File: src/rtl/modmul_issue_if.sv
`default_nettype none
// ----------------------------------------------------------------------
// modmul_issue_if: operand stream, multiplier bus and result stream
// Revision: 1.0
// ----------------------------------------------------------------------
interface modmul_issue_if #(
  parameter int P_WIDTH = 256,
  parameter int TAG_W   = 8
);
  logic               in_valid;
  logic               in_ready;
  logic [P_WIDTH-1:0] in_a;
  logic [P_WIDTH-1:0] in_b;
  logic [TAG_W-1:0]   in_tag;

  logic [P_WIDTH-1:0] mm_a;
  logic [P_WIDTH-1:0] mm_b;
  logic               mm_reset;
  logic               mm_enable;
  logic               mm_done;
  logic [P_WIDTH-1:0] mm_r;

  logic               out_valid;
  logic               out_ready;
  logic [P_WIDTH-1:0] out_r;
  logic [TAG_W-1:0]   out_tag;

  modport master (
    input  in_valid, in_a, in_b, in_tag,
    output in_ready,
    output mm_a, mm_b, mm_reset, mm_enable,
    input  mm_done, mm_r,
    output out_valid, out_r, out_tag,
    input  out_ready
  );

  modport slave (
    output in_valid, in_a, in_b, in_tag,
    input  in_ready,
    input  mm_a, mm_b, mm_reset, mm_enable,
    output mm_done, mm_r,
    input  out_valid, out_r, out_tag,
    output out_ready
  );
endinterface
`default_nettype wire

File: src/rtl/modmul_issue.sv
`default_nettype none
// ----------------------------------------------------------------------
// modmul_issue: queued, in-order issue/collect wrapper for a modular multiplier
// Revision: 1.0
// ----------------------------------------------------------------------
module modmul_issue #(
  parameter int P_WIDTH = 256,
  parameter int TAG_W   = 8,
  parameter int DEPTH   = 4,
  parameter int TIMEOUT = 4096
) (
  input  wire logic        clk,
  input  wire logic        rst_n,
  modmul_issue_if.master   bus,
  output logic             err_timeout,
  output logic [31:0]      busy_cycles
);
  localparam int c_aw = $clog2(DEPTH);
  localparam int c_cw = $clog2(TIMEOUT + 1);

  typedef enum logic [1:0] {
    IDLE = 2'd0,
    LOAD = 2'd1,
    RUN  = 2'd2,
    HOLD = 2'd3
  } state_t;

  state_t r_state, w_next;

  logic [P_WIDTH-1:0] r_mem_a   [DEPTH];
  logic [P_WIDTH-1:0] r_mem_b   [DEPTH];
  logic [TAG_W-1:0]   r_mem_tag [DEPTH];
  logic [c_aw-1:0]    r_wr_ptr, r_rd_ptr;
  logic [c_aw:0]      r_count;
  logic               r_live;
  logic [c_cw-1:0]    r_run_cnt;
  logic [P_WIDTH-1:0] r_mm_a, r_mm_b, r_out_r;
  logic [TAG_W-1:0]   r_op_tag, r_out_tag;
  logic               r_out_valid;
  logic               w_full, w_empty, w_in_ready, w_push, w_pop, w_timeout, w_finish;

  assign w_full     = (r_count == (c_aw+1)'(DEPTH));
  assign w_empty    = (r_count == '0);
  // r_live keeps the queue closed until the first clock after reset release
  assign w_in_ready = r_live && !w_full;
  assign w_push     = bus.in_valid && w_in_ready;
  assign w_timeout  = (r_run_cnt == c_cw'(TIMEOUT - 1));
  assign w_finish   = (r_state == RUN) && (bus.mm_done || w_timeout);

  assign bus.in_ready  = w_in_ready;
  assign bus.mm_a      = r_mm_a;
  assign bus.mm_b      = r_mm_b;
  assign bus.mm_reset  = (r_state == LOAD);
  assign bus.mm_enable = (r_state == RUN);
  assign bus.out_valid = r_out_valid;
  assign bus.out_r     = r_out_r;
  assign bus.out_tag   = r_out_tag;

  always_ff @(posedge clk or negedge rst_n) begin
    if (!rst_n) r_state <= IDLE;
    else        r_state <= w_next;
  end

  always_comb begin
    w_next = r_state;
    w_pop  = 1'b0;
    case (r_state)
      IDLE: if (!w_empty) begin
        w_pop  = 1'b1;
        w_next = LOAD;
      end
      LOAD: w_next = RUN;
      RUN:  if (bus.mm_done || w_timeout) w_next = HOLD;
      HOLD: if (bus.out_ready) begin
        if (!w_empty) begin
          w_pop  = 1'b1;
          w_next = LOAD;
        end else begin
          w_next = IDLE;
        end
      end
      default: w_next = IDLE;
    endcase
  end

  always_ff @(posedge clk) begin
    if (w_push) begin
      r_mem_a[r_wr_ptr]   <= bus.in_a;
      r_mem_b[r_wr_ptr]   <= bus.in_b;
      r_mem_tag[r_wr_ptr] <= bus.in_tag;
    end
  end

  always_ff @(posedge clk or negedge rst_n) begin
    if (!rst_n) begin
      r_live      <= 1'b0;
      r_wr_ptr    <= '0;
      r_rd_ptr    <= '0;
      r_count     <= '0;
      r_run_cnt   <= '0;
      r_mm_a      <= '0;
      r_mm_b      <= '0;
      r_op_tag    <= '0;
      r_out_r     <= '0;
      r_out_tag   <= '0;
      r_out_valid <= 1'b0;
      err_timeout <= 1'b0;
      busy_cycles <= '0;
    end else begin
      r_live <= 1'b1;
      if (w_push) r_wr_ptr <= r_wr_ptr + 1'b1;
      if (w_pop)  r_rd_ptr <= r_rd_ptr + 1'b1;
      case ({w_push, w_pop})
        2'b10:   r_count <= r_count + 1'b1;
        2'b01:   r_count <= r_count - 1'b1;
        default: r_count <= r_count;
      endcase

      if (w_pop) begin
        r_mm_a   <= r_mem_a[r_rd_ptr];
        r_mm_b   <= r_mem_b[r_rd_ptr];
        r_op_tag <= r_mem_tag[r_rd_ptr];
      end

      if (r_state == LOAD) begin
        r_run_cnt <= '0;
      end else if (r_state == RUN) begin
        r_run_cnt   <= r_run_cnt + 1'b1;
        busy_cycles <= busy_cycles + 32'd1;
      end

      // a done in the same cycle as the timeout is a valid result
      if (w_finish) begin
        r_out_valid <= 1'b1;
        r_out_r     <= bus.mm_done ? bus.mm_r : '0;
        r_out_tag   <= r_op_tag;
        if (!bus.mm_done) err_timeout <= 1'b1;
      end else if (r_state == HOLD && bus.out_ready) begin
        r_out_valid <= 1'b0;
      end
    end
  end
endmodule
`default_nettype wire

File: src/flat_wrapper.sv
// flat-port wrapper written by rule: the top's interface ports become plain ports
module modmul_issue_flat 
#(
  parameter int P_WIDTH = 256,
  parameter int TAG_W   = 8,
  parameter int DEPTH   = 4,
  parameter int TIMEOUT = 4096
)
  (clk, rst_n, err_timeout, busy_cycles, bus_in_valid, bus_in_a, bus_in_b, bus_in_tag, bus_in_ready, bus_mm_a, bus_mm_b, bus_mm_reset, bus_mm_enable, bus_mm_done, bus_mm_r, bus_out_valid, bus_out_r, bus_out_tag, bus_out_ready);
  modmul_issue_if #(.P_WIDTH(P_WIDTH), .TAG_W(TAG_W)) bus_i ();
  input  wire logic clk;
  input  wire logic rst_n;
  output logic err_timeout;
  output logic [31:0] busy_cycles;
  input wire logic [$bits(bus_i.in_valid)-1:0] bus_in_valid;
  input wire logic [$bits(bus_i.in_a)-1:0] bus_in_a;
  input wire logic [$bits(bus_i.in_b)-1:0] bus_in_b;
  input wire logic [$bits(bus_i.in_tag)-1:0] bus_in_tag;
  output wire logic [$bits(bus_i.in_ready)-1:0] bus_in_ready;
  output wire logic [$bits(bus_i.mm_a)-1:0] bus_mm_a;
  output wire logic [$bits(bus_i.mm_b)-1:0] bus_mm_b;
  output wire logic [$bits(bus_i.mm_reset)-1:0] bus_mm_reset;
  output wire logic [$bits(bus_i.mm_enable)-1:0] bus_mm_enable;
  input wire logic [$bits(bus_i.mm_done)-1:0] bus_mm_done;
  input wire logic [$bits(bus_i.mm_r)-1:0] bus_mm_r;
  output wire logic [$bits(bus_i.out_valid)-1:0] bus_out_valid;
  output wire logic [$bits(bus_i.out_r)-1:0] bus_out_r;
  output wire logic [$bits(bus_i.out_tag)-1:0] bus_out_tag;
  input wire logic [$bits(bus_i.out_ready)-1:0] bus_out_ready;
  assign bus_i.in_valid = bus_in_valid;
  assign bus_i.in_a = bus_in_a;
  assign bus_i.in_b = bus_in_b;
  assign bus_i.in_tag = bus_in_tag;
  assign bus_in_ready = bus_i.in_ready;
  assign bus_mm_a = bus_i.mm_a;
  assign bus_mm_b = bus_i.mm_b;
  assign bus_mm_reset = bus_i.mm_reset;
  assign bus_mm_enable = bus_i.mm_enable;
  assign bus_i.mm_done = bus_mm_done;
  assign bus_i.mm_r = bus_mm_r;
  assign bus_out_valid = bus_i.out_valid;
  assign bus_out_r = bus_i.out_r;
  assign bus_out_tag = bus_i.out_tag;
  assign bus_i.out_ready = bus_out_ready;
  modmul_issue #(.P_WIDTH(P_WIDTH), .TAG_W(TAG_W), .DEPTH(DEPTH), .TIMEOUT(TIMEOUT)) u_core (.clk(clk), .rst_n(rst_n), .bus(bus_i), .err_timeout(err_timeout), .busy_cycles(busy_cycles));
endmodule
File: config.mk
export PLATFORM = sky130hd
export DESIGN_NAME = modmul_issue_flat
export DESIGN_NICKNAME = d
export VERILOG_FILES = /design/src/rtl/modmul_issue_if.sv /design/src/rtl/modmul_issue.sv /design/src/flat_wrapper.sv
export SDC_FILE = /design/constraint.sdc
export NUM_CORES = 2
export LEC_CHECK = 0
export CORE_AREA = 5 5 620 622
export DETAILED_ROUTE_END_ITERATION = 8
export DIE_AREA = 0 0 625 627
export GPL_ROUTABILITY_DRIVEN = 0
export HOLD_SLACK_MARGIN = 0.15
export PLACE_DENSITY = 0.49
export SLEW_MARGIN = 20
export SYNTH_ARGS = -nofsm -noshare
export SYNTH_HDL_FRONTEND = slang
export SYNTH_SLANG_ARGS = --single-unit
File: constraint.sdc
create_clock -name clk -period 14.8 [get_ports clk]
set_clock_uncertainty 0.1 [all_clocks]
set_input_delay 2.96 -clock clk [delete_from_list [all_inputs] [get_ports clk]]
set_output_delay 2.96 -clock clk [all_outputs]
set_load 0.02 [all_outputs]
==> images/layer_met4.png <==
Scale bar: 200 um. Supply wires on this layer in grey.
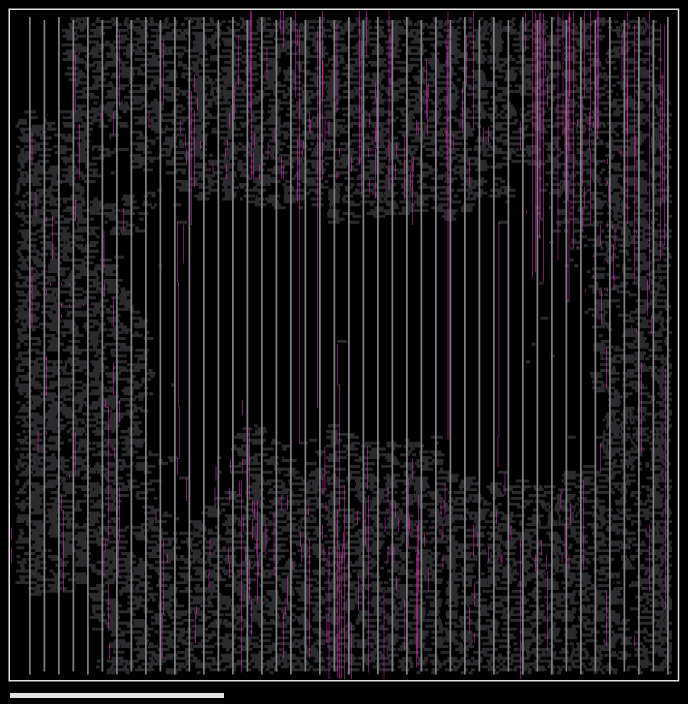
main direction: vertical
nets with wire on the layer: 223

==> images/congestion.png <==
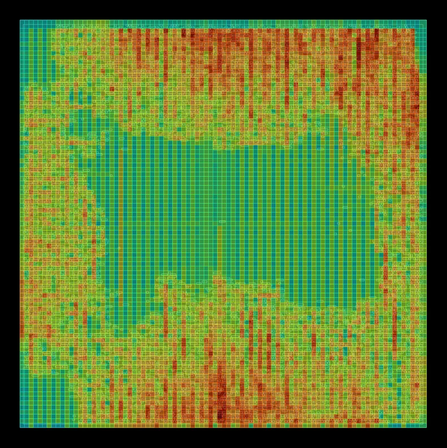
met3 Track Usage GR: 4.53%
final core occ: 36.8%
Wirelength per Cell: 29.2 um
grt met2 use: 31.4%

==> deck_impl_summary.md <==
Run Summary

Outcome
  • Status: finished clean

Min path
  • Hold path endpoint: u_core.busy_cycles[31]$_DFFE_PN0P_
  • Worst hold stages: 1

Final timing
  • RSZ-0062 raised after global routing: no
  • Setup ws final: roughly 8600 ps
  • Worst slew margin: about a quarter
  • Final period demand of the worst path: ~6200 ps
  • Setup Viol. Count Final: 0

Setup path
  • Endpoint class of the critical path: register
  • Crit Reg-Reg Endpoint: u_core.r_mem_b[1][82]$_DFFE_PP_
  • R2R setup slack: a little over 10,000 ps
  • CP max-delay cell: and3_4
  • Most numerous cell on the critical path: buf_4
  • Crit path cell chain: clkdlybuf4s50_1, and3_4, buf_12, buf_4, buf_4
  • Crit path max fanout: ~73
  • Worst Setup EP: u_core.r_mem_b[1][82]$_DFFE_PP_

Layout
  • Ratio of cells with drive above 1 in the final layout: ~24%
  • Largest cell class: registers
  • Fin cells: around 12,000
  • Combinational Area: 0.0213 sq mm
  • Fin nets: just over 7,000
  • Final-layout clock buffer total: between 400 and 500
  • Seq/total area: 60.0%
  • Clock-cell share of area: under 10%
  • Combinational share of cell area: ~15%
  • Biggest regs: u_core.r_mem_a: 1024 flops, u_core.r_mem_b: 1024 flops

Die
  • Die Y: roughly 630 um
  • Cell Rows: 226
  • Die ar.: around 0.39 sq mm
  • Fp_density: between 20% and 30%
  • IO Pins: between 1,500 and 2,000

Global routing
  • Vias in the first global route: 56,800
  • First-pass GRT wire length: about 470 mm
  • Largest net degree at the start of global routing: around 140
  • Antenna violations before repair: between 150 and 200
  • GRT Util Overall: roughly 17%

Clock network
  • Insertion Delay late pin: between 900 and 1000 ps
  • CTS Buf Count: approximately 330
  • Hold-fix buffer count after cts: 0

Routing
  • Metal3 WL: 21.7 mm
  • Routed Antenna Nets: 0
  • DRT Pass-1 Iters: 5
  • Wl on met1: around 120 mm
  • Top sig layer: met5
  • Vias: around 54,000
  • Initial DRC count: 3,236

Yosys
  • Post-synth EDFFs: between 2,000 and 2,500
  • Post-synthesis register bit count: around 3,000
  • Synth Area in Simple Gates: 0.544%
  • Syn avg cell area: 22.7 sq um
  • Max-area cell share: about three fifths
  • Ys Warns: 0
  • Post-Synthesis Cells: approximately 4,700

Pwr
  • Sequential share of power: about two fifths
  • Power, Total: ~30 mW
  • Seq pwr: around 12 mW
  • Internal Pwr Total: 20.3 mW
  • Clock network power share: approximately 28%
  • Combinational power share: 34.2%
  • Comb power: between 10 and 15 mW
No activity file was given, so power comes from the tool's default toggle rates.
